[src/rtl/ppe_arb_pkg.sv]
// Shared types and constants for the round-robin arbiter.
// Optional hold timeout is enabled with PPE_ARB_HOLD_TIMEOUT_EN.
package ppe_arb_pkg;

    typedef enum logic {
        IDLE  = 1'b0,
        GRANT = 1'b1
    } arb_state_t;

    localparam int MAX_HOLD_DEF = 1024;

    function automatic int idx_w(input int w);
        return $clog2(w);
    endfunction

endpackage

[src/rtl/ppe_arb_param.sv]
// Programmable priority encoder: lowest set req bit at or above ptr,
// wrapping to the lowest set bit overall when none is found.
module ppe_param #(
    parameter int W     = 8,
    parameter int IDX_W = $clog2(W)
) (
    input  logic [W-1:0]     req,
    input  logic [IDX_W-1:0] ptr,
    output logic [IDX_W-1:0] idx,
    output logic             valid
);

    logic [W-1:0]     mask;
    logic [W-1:0]     masked;
    logic [IDX_W-1:0] m_idx;
    logic [IDX_W-1:0] u_idx;
    logic             m_vld;
    logic             u_vld;

    // thermometer mask: bits at or above the pointer
    always_comb begin
        mask = '0;
        for (int i = 0; i < W; i++) begin
            mask[i] = (IDX_W'(i) >= ptr);
        end
    end

    assign masked = req & mask;

    // lowest set bit among the masked requests
    always_comb begin
        m_idx = '0;
        m_vld = 1'b0;
        for (int i = W - 1; i >= 0; i--) begin
            if (masked[i]) begin
                m_idx = IDX_W'(i);
                m_vld = 1'b1;
            end
        end
    end

    // lowest set bit among all requests, used on wrap
    always_comb begin
        u_idx = '0;
        u_vld = 1'b0;
        for (int i = W - 1; i >= 0; i--) begin
            if (req[i]) begin
                u_idx = IDX_W'(i);
                u_vld = 1'b1;
            end
        end
    end

    assign idx   = m_vld ? m_idx : u_idx;
    assign valid = u_vld;

endmodule

[src/rtl/ppe_rr_arbiter.sv]
// Round-robin arbiter with registered grant held until release/withdrawal.
// Define PPE_ARB_HOLD_TIMEOUT_EN to force-end grants after MAX_HOLD cycles.
module ppe_rr_arbiter
    import ppe_arb_pkg::*;
#(
    parameter int W        = 512,
`ifdef PPE_ARB_HOLD_TIMEOUT_EN
    parameter int MAX_HOLD = MAX_HOLD_DEF,
`endif
    parameter int IDX_W    = idx_w(W)
) (
    input  logic             clk,
    input  logic             rst,
    input  logic [W-1:0]     req,
    input  logic             rel,
    output logic             grant_valid,
    output logic [IDX_W-1:0] grant_idx,
    output logic [W-1:0]     grant_onehot,
`ifdef PPE_ARB_HOLD_TIMEOUT_EN
    output logic             timeout_pulse,
`endif
    output logic [IDX_W-1:0] rr_ptr
);

    arb_state_t       state;
    arb_state_t       state_n;
    logic [IDX_W-1:0] gidx;
    logic [IDX_W-1:0] gidx_n;
    logic [IDX_W-1:0] ptr;
    logic [IDX_W-1:0] ptr_n;
    logic [W-1:0]     oh;
    logic [W-1:0]     oh_n;
    logic [IDX_W-1:0] enc_idx;
    logic             enc_vld;
    logic             force_end;
    logic             grant_end;

    ppe_param #(
        .W     (W),
        .IDX_W (IDX_W)
    ) u_ppe (
        .req   (req),
        .ptr   (ptr),
        .idx   (enc_idx),
        .valid (enc_vld)
    );

`ifdef PPE_ARB_HOLD_TIMEOUT_EN
    localparam int CNT_W = $clog2(MAX_HOLD + 1);

    logic [CNT_W-1:0] cnt;
    logic [CNT_W-1:0] cnt_n;
    logic             tp;
    logic             tp_n;

    assign force_end = (state == GRANT) &&
                       (cnt == CNT_W'(MAX_HOLD - 1));
    // pulse only when the timeout alone ended the grant
    assign tp_n = force_end && !rel && req[gidx];

    // hold counter: cleared at grant start, counts grant cycles
    always_comb begin
        cnt_n = cnt;
        if (state == IDLE && enc_vld) begin
            cnt_n = '0;
        end else if (state == GRANT) begin
            cnt_n = cnt + CNT_W'(1);
        end
    end

    // hold counter and timeout pulse registers
    always_ff @(posedge clk) begin
        if (rst) begin
            cnt <= '0;
            tp  <= 1'b0;
        end else begin
            cnt <= cnt_n;
            tp  <= tp_n;
        end
    end

    assign timeout_pulse = tp;
`else
    assign force_end = 1'b0;
`endif

    assign grant_end = (state == GRANT) &&
                       (rel || !req[gidx] || force_end);

    // next-state, grant and pointer update
    always_comb begin
        state_n = state;
        gidx_n  = gidx;
        oh_n    = oh;
        ptr_n   = ptr;
        unique case (state)
            IDLE: begin
                if (enc_vld) begin
                    state_n = GRANT;
                    gidx_n  = enc_idx;
                    oh_n    = W'(1) << enc_idx;
                end
            end
            GRANT: begin
                if (grant_end) begin
                    state_n = IDLE;
                    oh_n    = '0;
                    ptr_n   = gidx + IDX_W'(1);
                end
            end
            default: state_n = IDLE;
        endcase
    end

    // state and grant registers
    always_ff @(posedge clk) begin
        if (rst) begin
            state <= IDLE;
            gidx  <= '0;
            oh    <= '0;
            ptr   <= '0;
        end else begin
            state <= state_n;
            gidx  <= gidx_n;
            oh    <= oh_n;
            ptr   <= ptr_n;
        end
    end

    assign grant_valid  = (state == GRANT);
    assign grant_idx    = gidx;
    assign grant_onehot = oh;
    assign rr_ptr       = ptr;

endmodule

[config.mk]
export PLATFORM = sky130hd
export DESIGN_NAME = ppe_rr_arbiter
export DESIGN_NICKNAME = d
export VERILOG_FILES = /design/src/rtl/ppe_arb_pkg.sv /design/src/rtl/ppe_arb_param.sv /design/src/rtl/ppe_rr_arbiter.sv
export SDC_FILE = /design/constraint.sdc
export NUM_CORES = 2
export LEC_CHECK = 0
export ABC_AREA = 1
export CAP_MARGIN = 10
export CORE_AREA = 2 2 402 404
export CTS_CLUSTER_SIZE = 24
export DETAILED_ROUTE_END_ITERATION = 7
export DIE_AREA = 0 0 404 406
export SYNTH_ARGS = -nofsm -noshare
export SYNTH_HDL_FRONTEND = slang
export SYNTH_SLANG_ARGS = --single-unit
[constraint.sdc]
create_clock -name clk -period 26.5 [get_ports clk]
set_input_delay 3.975 -clock clk [delete_from_list [all_inputs] [get_ports clk]]
set_output_delay 3.975 -clock clk [all_outputs]
set_load 0.03 [all_outputs]
==> run summary <==
Status of the implementation.

- Looking at the critical path, the single cell with the biggest stage delay is sky130_fd_sc_hd__o21ai_1.
- The data arrival time reported for the critical path is 31820 ps.
- In this run, distinct cell masters in the synthesized netlist total 64.
- The wire length of the first global-routing pass is 552 mm, for reference.
- Counting flops and latches in the post-synthesis netlist gives 531.
- Of the total power, the clock network draws 0.205.
- The tightest min-delay check is of the register to register type.
- After detailed routing, the average wire length per cell comes to 34.1 um.
- The routability congestion estimate is 1.30, for reference.
- The fraction of cell area in non-clock buffers is 0.242, for reference.
- Of all nets on the critical path, the largest fanout is 8.
- For this floorplan the total number of well-tap instances is 2086.
- The total power density per cell area is 53.8 mW/mm2, for reference.
- After synthesis, the most frequently instantiated cells are sky130_fd_sc_hd__nand2_1 (2097), sky130_fd_sc_hd__a21oi_1 (1117), sky130_fd_sc_hd__inv_1 (1096).
- The portion of total power attributed to combinational logic is 0.568, for reference.
- Of the synthesized area, sequential elements account for 0.223.
- The share of synthesized area in the top cell type comes to 0.223.
- TritonRoute reported its final design rule violation total as 0.
- Of the combinational cells, the family taking the most area is simple AND/OR/NAND/NOR gates.
- The worst setup path is captured at a register.
- The start point of the worst min-delay path is grant_onehot[264]$_SDFFE_PP0P_, for reference.
- The actual transition at the worst max-transition pin is 1420 ps, for reference.
- The flow ran to the end, but the final reports show violations.
- The post-layout utilization of the core is 0.425, for reference.
- For this run, the top clock speed supported by timing is 31.9 MHz.
- The critical path launch point type is an input port, for reference.
- TritonCTS built the clock tree.
- The via count of the first global-routing pass came to 65.4k.
- Max-slew check failures listed in the final report amount to 0.
- The smallest clock period supported by the final layout is computed as 31300 ps.
- The count of clock tree sinks is 531, for reference.
- The final worst slack is -4800 ps, for reference.
- The number of I/O port buffers is 1045, for reference.
- The violation count after the first detailed-routing iteration is 10.1k, for reference.
- The final reports fail on negative setup slack.
- The number of sequential cells in the layout is 531, for reference.
- The number of setup violations in the final report is 513, for reference.
- The timing report shows the most common cell along the critical path to be sky130_fd_sc_hd__nand2_1.
- The analysis attributes to net switching a power of 1.86 mW.
- The number of nets in the finished design is 10.5k, for reference.
- The script computed the net switching share of total power as 0.509.
- The number of antenna violations at the first check in global routing is 110, for reference.
- After routing the design area is 0.0679 mm2.
-- worst max-delay path, delay by kind of cell --
kind / cells / cell delay, ps
buffers and inverters: 15 / 1750
and+or+nand+nor: 122 / 8470
AOI/OAI and AO/OA: 146 / 17520
-- metal layers --
layer / routed length [um] / global-route usage
met5: 304 / 0
met3: 52900 / 0.172
met1: 158000 / 0.593
met4: 37200 / 0.349
met2: 167000 / 0.693
-- power by group through the flow --
stage          logic (mW)  registers (mW)  clock network [mW]
2_1_floorplan       0.942           0.846                   0
6_report             2.07           0.831               0.747
3_5_place_dp         1.91           0.847                   0
4_1_cts              1.96           0.829               0.751
5_1_grt              2.13           0.831               0.779
3_3_place_gp         1.92           0.847                   0
-- state kept, by name (all words and copies together) (netlist names) --
signal / flops
grant_idx: 9
rr_ptr: 9
grant_valid: 1
grant_onehot: 512
### Routing congestion map

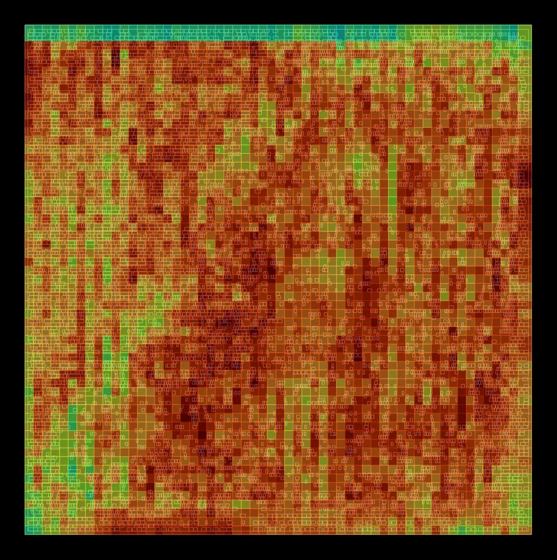
GRT Util Overall: 0.483
grt met2 use: 0.693
met3 global-route usage: 0.172

### PDN straps and rails

Scale bar: 100 um. Pins as bars on the die edge.
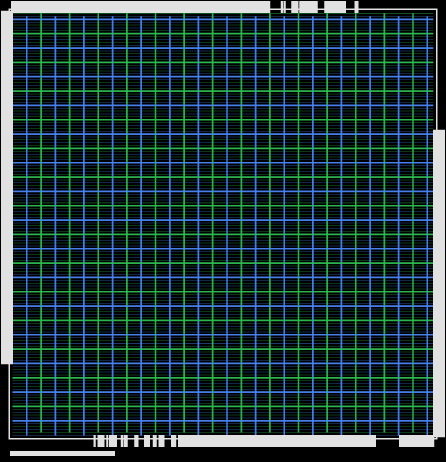
net	color
VDD	green
VSS	blue
rows	147
met5 straps	29
met1 rails	148
worst supply voltage drop on vdd: 0.0642 mV
core region area: 0.160 mm2
DIE HEIGHT: 406 um

Power is estimated from default activity; no workload was simulated.
